--- src/rtl/ps2_pkg.sv ---
// Shared constants, FSM state encodings and the odd-parity helper for the PS/2 keyboard transmitter.
package ps2_pkg;

  localparam logic [7:0] PS2_BREAK_PFX  = 8'hF0;
  localparam logic [7:0] PS2_EXT_PFX    = 8'hE0;
  localparam int         PS2_FRAME_BITS = 11;

  typedef enum logic [2:0] {
    IDLE,
    SEND_EXT,
    SEND_PFX,
    SEND_CODE,
    DONE
  } seq_state_t;

  typedef enum logic [1:0] {
    F_IDLE,
    F_HIGH,
    F_LOW,
    F_GAP
  } frm_state_t;

  function automatic logic odd_parity(input logic [7:0] b);
    return ~^b;
  endfunction

endpackage

--- src/rtl/ps2_kbd_tx_if.sv ---
// Key-event handshake between a key source and ps2_kbd_tx; key_ext exists only with PS2_EXT_KEY_EN.
interface ps2_kbd_tx_if;
  logic       key_valid;
  logic       key_ready;
  logic [7:0] key_code;
  logic       key_break;
`ifdef PS2_EXT_KEY_EN
  logic       key_ext;

  modport master (output key_valid, output key_code, output key_break, output key_ext, input key_ready);
  modport slave  (input key_valid, input key_code, input key_break, input key_ext, output key_ready);
`else
  modport master (output key_valid, output key_code, output key_break, input key_ready);
  modport slave  (input key_valid, input key_code, input key_break, output key_ready);
`endif
endinterface

--- src/rtl/ps2_frame_ser.sv ---
// Serialises one byte as an 11-bit PS/2 device-to-host frame plus idle gap; first high phase starts the cycle after start.
// No backpressure: start is only honoured when idle or on the last gap cycle, giving gapless chained frames.
module ps2_frame_ser
  import ps2_pkg::*;
#(
  parameter int CLK_HALF   = 2500,
  parameter int GAP_HALVES = 2
) (
  input  logic       clk,
  input  logic       rst,
  input  logic [7:0] tx_byte,
  input  logic       start,
  output logic       frame_done,
  output logic       ps2_clk,
  output logic       ps2_data
);

  localparam int HW = (CLK_HALF > 1) ? $clog2(CLK_HALF) : 1;
  localparam int GW = (GAP_HALVES > 1) ? $clog2(GAP_HALVES) : 1;
  localparam logic [HW-1:0] HALF_LAST = HW'(CLK_HALF - 1);
  localparam logic [GW-1:0] GAP_LAST  = GW'(GAP_HALVES - 1);
  localparam logic [3:0]    LAST_BIT  = 4'(PS2_FRAME_BITS - 1);

  frm_state_t       state, state_n;
  logic [HW-1:0]    hcnt, hcnt_n;
  logic [3:0]       bcnt, bcnt_n;
  logic [GW-1:0]    gcnt, gcnt_n;
  logic [10:0]      sh, sh_n;
  logic             clk_n, dat_n;
  logic             half_end;

  assign half_end = (hcnt == '0);

  always_ff @(posedge clk or negedge rst) begin
    if (!rst) begin
      state    <= F_IDLE;
      hcnt     <= HALF_LAST;
      bcnt     <= '0;
      gcnt     <= '0;
      sh       <= '1;
      ps2_clk  <= 1'b1;
      ps2_data <= 1'b1;
    end else begin
      state    <= state_n;
      hcnt     <= hcnt_n;
      bcnt     <= bcnt_n;
      gcnt     <= gcnt_n;
      sh       <= sh_n;
      ps2_clk  <= clk_n;
      ps2_data <= dat_n;
    end
  end

  always_comb begin
    state_n    = state;
    hcnt_n     = hcnt;
    bcnt_n     = bcnt;
    gcnt_n     = gcnt;
    sh_n       = sh;
    clk_n      = ps2_clk;
    dat_n      = ps2_data;
    frame_done = 1'b0;
    case (state)
      F_IDLE: begin
        clk_n = 1'b1;
        dat_n = 1'b1;
      end
      F_HIGH: begin
        hcnt_n = hcnt - 1'b1;
        if (half_end) begin
          state_n = F_LOW;
          hcnt_n  = HALF_LAST;
          clk_n   = 1'b0;
        end
      end
      F_LOW: begin
        hcnt_n = hcnt - 1'b1;
        if (half_end) begin
          hcnt_n = HALF_LAST;
          clk_n  = 1'b1;
          if (bcnt == LAST_BIT) begin
            state_n = F_GAP;
            gcnt_n  = '0;
            dat_n   = 1'b1;
          end else begin
            // Data only moves as the clock goes high, so it is stable at the host's falling-edge sample.
            state_n = F_HIGH;
            bcnt_n  = bcnt + 4'd1;
            dat_n   = sh[1];
            sh_n    = {1'b1, sh[10:1]};
          end
        end
      end
      F_GAP: begin
        hcnt_n = hcnt - 1'b1;
        if (half_end) begin
          hcnt_n = HALF_LAST;
          if (gcnt == GAP_LAST) begin
            frame_done = 1'b1;
            state_n    = F_IDLE;
          end else begin
            gcnt_n = gcnt + 1'b1;
          end
        end
      end
      default: state_n = F_IDLE;
    endcase

    if (start && (state == F_IDLE || frame_done)) begin
      state_n = F_HIGH;
      hcnt_n  = HALF_LAST;
      bcnt_n  = '0;
      sh_n    = {1'b1, odd_parity(tx_byte), tx_byte, 1'b0};
      clk_n   = 1'b1;
      dat_n   = 1'b0;
    end
  end

endmodule

--- src/rtl/ps2_kbd_tx.sv ---
// PS/2 keyboard event sequencer: make -> code, break -> F0 code (E0 prefix with PS2_EXT_KEY_EN); tx_done on last gap cycle.
// Handshake key_ready = ~busy; one event in flight, next accept possible the edge after busy drops.
module ps2_kbd_tx
  import ps2_pkg::*;
#(
  parameter int CLK_HALF   = 2500,
  parameter int GAP_HALVES = 2
) (
  input  logic         clk,
  input  logic         rst,
  ps2_kbd_tx_if.slave  key,
  output logic         ps2_clk,
  output logic         ps2_data,
  output logic         busy,
  output logic         tx_done
);

  seq_state_t state, state_n, ser_sel, first_state;
  logic [7:0] code_q;
  logic       brk_q;
  logic       kick;
  logic       accept;
  logic       ser_start;
  logic       frame_done;
  logic [7:0] ser_byte;

  assign key.key_ready = ~busy;
  assign accept        = key.key_valid & ~busy;

`ifdef PS2_EXT_KEY_EN
  logic ext_q;

  assign first_state = key.key_ext ? SEND_EXT : (key.key_break ? SEND_PFX : SEND_CODE);

  always_ff @(posedge clk or negedge rst) begin
    if (!rst)        ext_q <= 1'b0;
    else if (accept) ext_q <= key.key_ext;
  end
`else
  assign first_state = key.key_break ? SEND_PFX : SEND_CODE;
`endif

  always_ff @(posedge clk or negedge rst) begin
    if (!rst) begin
      state  <= IDLE;
      busy   <= 1'b0;
      kick   <= 1'b0;
      code_q <= '0;
      brk_q  <= 1'b0;
    end else begin
      state <= state_n;
      kick  <= accept;
      if (accept) begin
        busy   <= 1'b1;
        code_q <= key.key_code;
        brk_q  <= key.key_break;
      end else if (tx_done) begin
        busy <= 1'b0;
      end
    end
  end

  // DONE also accepts, so an event offered right after busy drops starts without a bubble.
  always_comb begin
    state_n   = state;
    ser_start = kick;
    tx_done   = 1'b0;
    case (state)
      IDLE, DONE: state_n = accept ? first_state : IDLE;
      SEND_EXT: if (frame_done) begin
        state_n   = brk_q ? SEND_PFX : SEND_CODE;
        ser_start = 1'b1;
      end
      SEND_PFX: if (frame_done) begin
        state_n   = SEND_CODE;
        ser_start = 1'b1;
      end
      SEND_CODE: if (frame_done) begin
        state_n = DONE;
        tx_done = 1'b1;
      end
      default: state_n = IDLE;
    endcase

    // Chained frames load on the final gap cycle, so pick the byte for the state being entered.
    ser_sel = frame_done ? state_n : state;
    case (ser_sel)
      SEND_EXT: ser_byte = PS2_EXT_PFX;
      SEND_PFX: ser_byte = PS2_BREAK_PFX;
      default:  ser_byte = code_q;
    endcase
  end

  ps2_frame_ser #(
    .CLK_HALF   (CLK_HALF),
    .GAP_HALVES (GAP_HALVES)
  ) u_ser (
    .clk        (clk),
    .rst        (rst),
    .tx_byte    (ser_byte),
    .start      (ser_start),
    .frame_done (frame_done),
    .ps2_clk    (ps2_clk),
    .ps2_data   (ps2_data)
  );

endmodule

--- src/flat_wrapper.sv ---
// flat-port wrapper written by rule: the top's interface ports become plain ports
module ps2_kbd_tx_flat import ps2_pkg::*;
#(
  parameter int CLK_HALF   = 2500,
  parameter int GAP_HALVES = 2
)
  (clk, rst, ps2_clk, ps2_data, busy, tx_done, key_key_valid, key_key_code, key_key_break, key_key_ready);
  ps2_kbd_tx_if key_i ();
  input  logic clk;
  input  logic rst;
  output logic ps2_clk;
  output logic ps2_data;
  output logic busy;
  output logic tx_done;
  input wire logic [$bits(key_i.key_valid)-1:0] key_key_valid;
  input wire logic [$bits(key_i.key_code)-1:0] key_key_code;
  input wire logic [$bits(key_i.key_break)-1:0] key_key_break;
  output wire logic [$bits(key_i.key_ready)-1:0] key_key_ready;
  assign key_i.key_valid = key_key_valid;
  assign key_i.key_code = key_key_code;
  assign key_i.key_break = key_key_break;
  assign key_key_ready = key_i.key_ready;
  ps2_kbd_tx #(.CLK_HALF(CLK_HALF), .GAP_HALVES(GAP_HALVES)) u_core (.clk(clk), .rst(rst), .key(key_i), .ps2_clk(ps2_clk), .ps2_data(ps2_data), .busy(busy), .tx_done(tx_done));
endmodule
--- config.mk ---
export PLATFORM = sky130hd
export DESIGN_NAME = ps2_kbd_tx_flat
export DESIGN_NICKNAME = d
export VERILOG_FILES = /design/src/rtl/ps2_pkg.sv /design/src/rtl/ps2_kbd_tx_if.sv /design/src/rtl/ps2_frame_ser.sv /design/src/rtl/ps2_kbd_tx.sv /design/src/flat_wrapper.sv
export SDC_FILE = /design/constraint.sdc
export NUM_CORES = 1
export LEC_CHECK = 0
export CAP_MARGIN = 20
export CORE_ASPECT_RATIO = 1.25
export CORE_MARGIN = 3
export CORE_UTILIZATION = 58
export DETAILED_ROUTE_END_ITERATION = 10
export PLACE_DENSITY = 0.79
export SLEW_MARGIN = 20
export SYNTH_ARGS = -nofsm -noshare
export SYNTH_HDL_FRONTEND = slang
export SYNTH_SLANG_ARGS = --single-unit
export TNS_END_PERCENT = 10
--- constraint.sdc ---
create_clock -name clk -period 2.7 [get_ports clk]
set_input_delay 0.54 -clock clk [delete_from_list [all_inputs] [get_ports clk]]
set_output_delay 0.54 -clock clk [all_outputs]
set_load 0.05 [all_outputs]
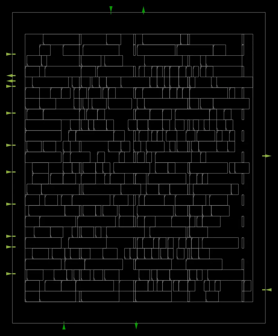
Fig. 1. Cell placement.
Tap Count: 54
flip-flops: 44
core region area: 3940 sq um

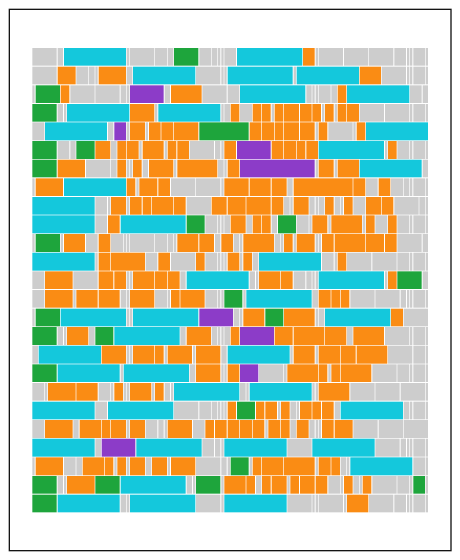
Fig. 2. Placement by cell class.
Fill, decap, tap and diode cells in grey.
cyan -> registers  # cells 44
purple -> clock drivers and dummy loads  # cells 8
orange -> remaining logic cells  # cells 195
green -> remaining buffers and delay cells  # cells 24

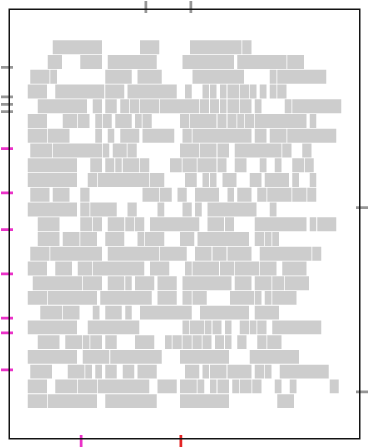
Fig. 3. I/O pins on the die edge.
Pins as bars across the die edge, other pins in grey.
red -> ps2_data  # pins 1, direction output, edge bottom
magenta -> key_key_code  # pins 8, direction input, edge 7 left, 1 bottom

==> impl_metrics.csv <==
group,metric,value,unit
status,status,"complete, no violations",
power_and_ir_drop,powerDensity,736,nW/um^2
clock_network,cts_hold_buf,0,
logic_synthesis,synthArstFlopShare,100,%
drt,highest_layer,"met4",
drt,met2_length,2650,um
logic_synthesis,syn_inst,250,
power_and_ir_drop,leakage,1.16,nW
logic_synthesis,ys.flops,44,
logic_synthesis,yosysWarnings,0,
drt,viasPerCell,5.99,
clock_network,cts_root_buf,"clkbuf_8",
sta,clock_skew,0.00372,ns
logic_synthesis,synthTopCellsByArea,"dfrtp_1, dfstp_2, ha_1",
clock_network,clk_pin_slew,0.08,ns
placement,place_area,2710,sq um
finish,syn_to_final_growth,14.3,%
sta,final.period_utilization,93.5,%
critical_path,cp_slowest_cell,"dfstp_2",
critical_path,critPathKind,"register to output pin",
sta,finalSetupTns,0,ns
drt,route.detailed.drc,0,
sta,fin_hold_ws,0.339,ns
sta,grt_setup_unrepaired,"false",
sta,tightestPinTransition,0.858,ns
clock_network,cts_max_level,2,
grt,antenna_found_initial,0,
critical_path,worstPathArrival,1.98,ns
critical_path,critPathMaxStageDelay,0.40,ns
drt,wl_met1,2220,um
logic_synthesis,seq_area_frac_synth,45.5,%
min_path,hp-class,"input port to async pin",
sta,finalWorstSetupSlack,0.177,ns
floorplanning,die.size.y,78.9,um
sta,final_hold_viol_count,0,
clock_network,cts_buffer_depth,2,
critical_path,critPathMaxFanout,8,
grt,grt_usage,22.7,%
clock_network,cts_tree,"yes",
critical_path,path_buffers,2,
run,cap_violations,0,
sta,min_period,2.52,ns
critical_path,critPathRequiredTime,2.16,ns
logic_synthesis,ys_top_cells_by_count,"nor2_1, dfrtp_1, nand2_1, a21oi_1, o21ai_0",
drt,antenna_left,0,
drt,wl_met3,207,um
finish,drive_gt1_share,18.8,%
finish,num-nets-final,292,
finish,final_cell_area,2820,sq um
floorplanning,die.size.x,64.4,um
grt,grt_pass1_vias,1919,
drt,firstDrtPassIters,4,
power_and_ir_drop,irDropWorstVdd,438,uV
logic_synthesis,yosys_area,2470,sq um
drt,drt_wl_total,5210,um
drt,drtIter0Drc,114,
drt,wl_per_cell,16.0,um
logic_synthesis,top_area_cell,"dfrtp_1",
placement,post-place-ws,0.251,ns
floorplanning,io_pins,17,
floorplanning,num_rows,25,
grt,grt_max_degree,40,
power_and_ir_drop,power,2.08,mW
logic_synthesis,yosysUniqueCellTypes,46,
placement,port_buffers,16,
critical_path,cp_top_family,"simple AND/OR/NAND/NOR gates",
logic_synthesis,synthFlopType,"dfrtp_1",
critical_path,end_kind,"output pin",
logic_synthesis,syn_area,2470,sq um
grt,gr-total-overflow,0,
critical_path,worstPathCellList,"inv_1 -> ha_1 -> nor4b_4 -> and4_2 -> and4b_1 -> buf_12",
clock_network,cts_num_sinks,44,
critical_path,critPathLaunchType,"register",
run,tool_warnings,33,
logic_synthesis,ys_cells,250,
placement,routabilityCongestion,0.811,
logic_synthesis,postSynthAreaPerCell,9.87,sq um
logic_synthesis,most_common_cell,"nor2_1",
grt,grt_pass1_wl,9010,um
clock_network,cts-buffers-inserted,5,
clock_network,post_cts_resize_count,0,
drt,dr_total_vias,1947,
sta,maxSlewViolCount,0,
placement,dpl.hpwl,3630,um
sta,fmax,396,MHz
floorplanning,fp_util,62.6,%
clock_network,insertion_delay,0.30,ns
sta,setup_viol,0,
floorplanning,chipArea,5080,sq um
clock_network,postCtsSetupBuffers,0,
sta,relSlewSlack,42.8,%
finish,antennaDiodeCount,0,
logic_synthesis,edf_count,0,
logic_synthesis,fp_nets,272,
logic_synthesis,netlist.area_leader.share,27.4,%
through the flow:
stage | cells | util, %
6_report | 325 | 71.6
5_1_grt | 325 | 71.6
4_1_cts | 325 | 71.5
3_5_place_dp | 317 | 68.7
3_3_place_gp | 317 | 68.7
2_1_floorplan | 250 | -
layout make-up:
class / count / area (sq um)
Timing Repair Buffer: 24 / 225
Clock inverter: 3 / 42.5
Clock buffer: 5 / 68.8
Multi-Input combinational cell: 187 / 1270
Sequential cell: 44 / 1120
Fill cell: 299 / 1120
Inverter: 8 / 30.0
Tap cell: 54 / 67.6
worst register-to-register path, cell delays in order, from the launching register on:
cell	delay (ns)
dfstp_2	0.57
inv_1	0.06
ha_1	0.19
nor4b_4	0.14
and4_2	0.30
o22ai_1	0.55
buf_4	0.29
a21oi_1	0.08
a31o_2	0.21
path summary, 6_finish.rpt:
check	from	end	slack, ns	depth (start not counted)
max	u_core.u_ser.hcnt[0]$_DFFE_PN1P_	tx_done	0.18	6
min	rst	u_core.u_ser.bcnt[3]$_DFFE_PN0P_	0.34	1
min reg2reg	u_core.busy$_DFFE_PN0P_	u_core.kick$_DFF_PN0_	0.52	1
max in group asynchronous	rst	u_core.u_ser.sh[6]$_DFFE_PN1P_	1.64	2
min in group clk	u_core.busy$_DFFE_PN0P_	u_core.kick$_DFF_PN0_	0.52	1
max reg2reg	u_core.u_ser.hcnt[0]$_DFFE_PN1P_	u_core.u_ser.ps2_clk$_DFFE_PN1P_	0.24	8
cells by family (layout without fill, tap and decap cells):
group | Yosys count | in the layout | share of synthesized area [%]
multiplexers | 19 | 19 | 8.31
buffers and inverters | 19 | 40 | 3.40
XOR/XNOR | 11 | 11 | 3.90
flip-flops | 44 | 44 | 45.5
AND/OR/NAND/NOR | 83 | 83 | 17.3
AND-OR/OR-AND | 64 | 64 | 16.5
adder cells (fa/ha/maj) | 10 | 10 | 5.07
where the power goes:
| group | total, mW | internal [mW] | switching, mW |
|---|---|---|---|
| clock | 0.509 | 0.274 | 0.236 |
| combinational | 0.575 | 0.240 | 0.336 |
| sequential | 0.992 | 0.834 | 0.158 |
| total | 2.08 | 1.35 | 0.729 |
routing by layer:
layer / vias to the layer above / GRT usage [%]
li1: 943 / -
met1: 942 / 28.1
met2: 53 / 38.9
met4: 0 / 9.09
met5: - / 0
met3: 9 / 4.24
sequential cells by signal (all words and copies together), names as in the netlist, 2 cells and up:
signal              flops
u_core.code_q           8
u_core.state            3
u_core.u_ser.bcnt       4
u_core.u_ser.hcnt      12
u_core.u_ser.sh         9
u_core.u_ser.state      2
layout by cell type (no fill, tap or decap), types with 5 or more instances in the layout:
master            n
inv_1             8
dfstp_2          17
buf_4             8
xnor2_1           9
mux2_2            9
ha_1             10
nand2_1          21
dfrtp_1          27
nand4_1           5
o22ai_1           7
nor3_1            7
a21oi_1          19
o21ai_0          19
nor2_1           27
clkbuf_8          5
clkdlybuf4s50_1  14
mux2i_1           9
Power and IR drop assume default switching activity.
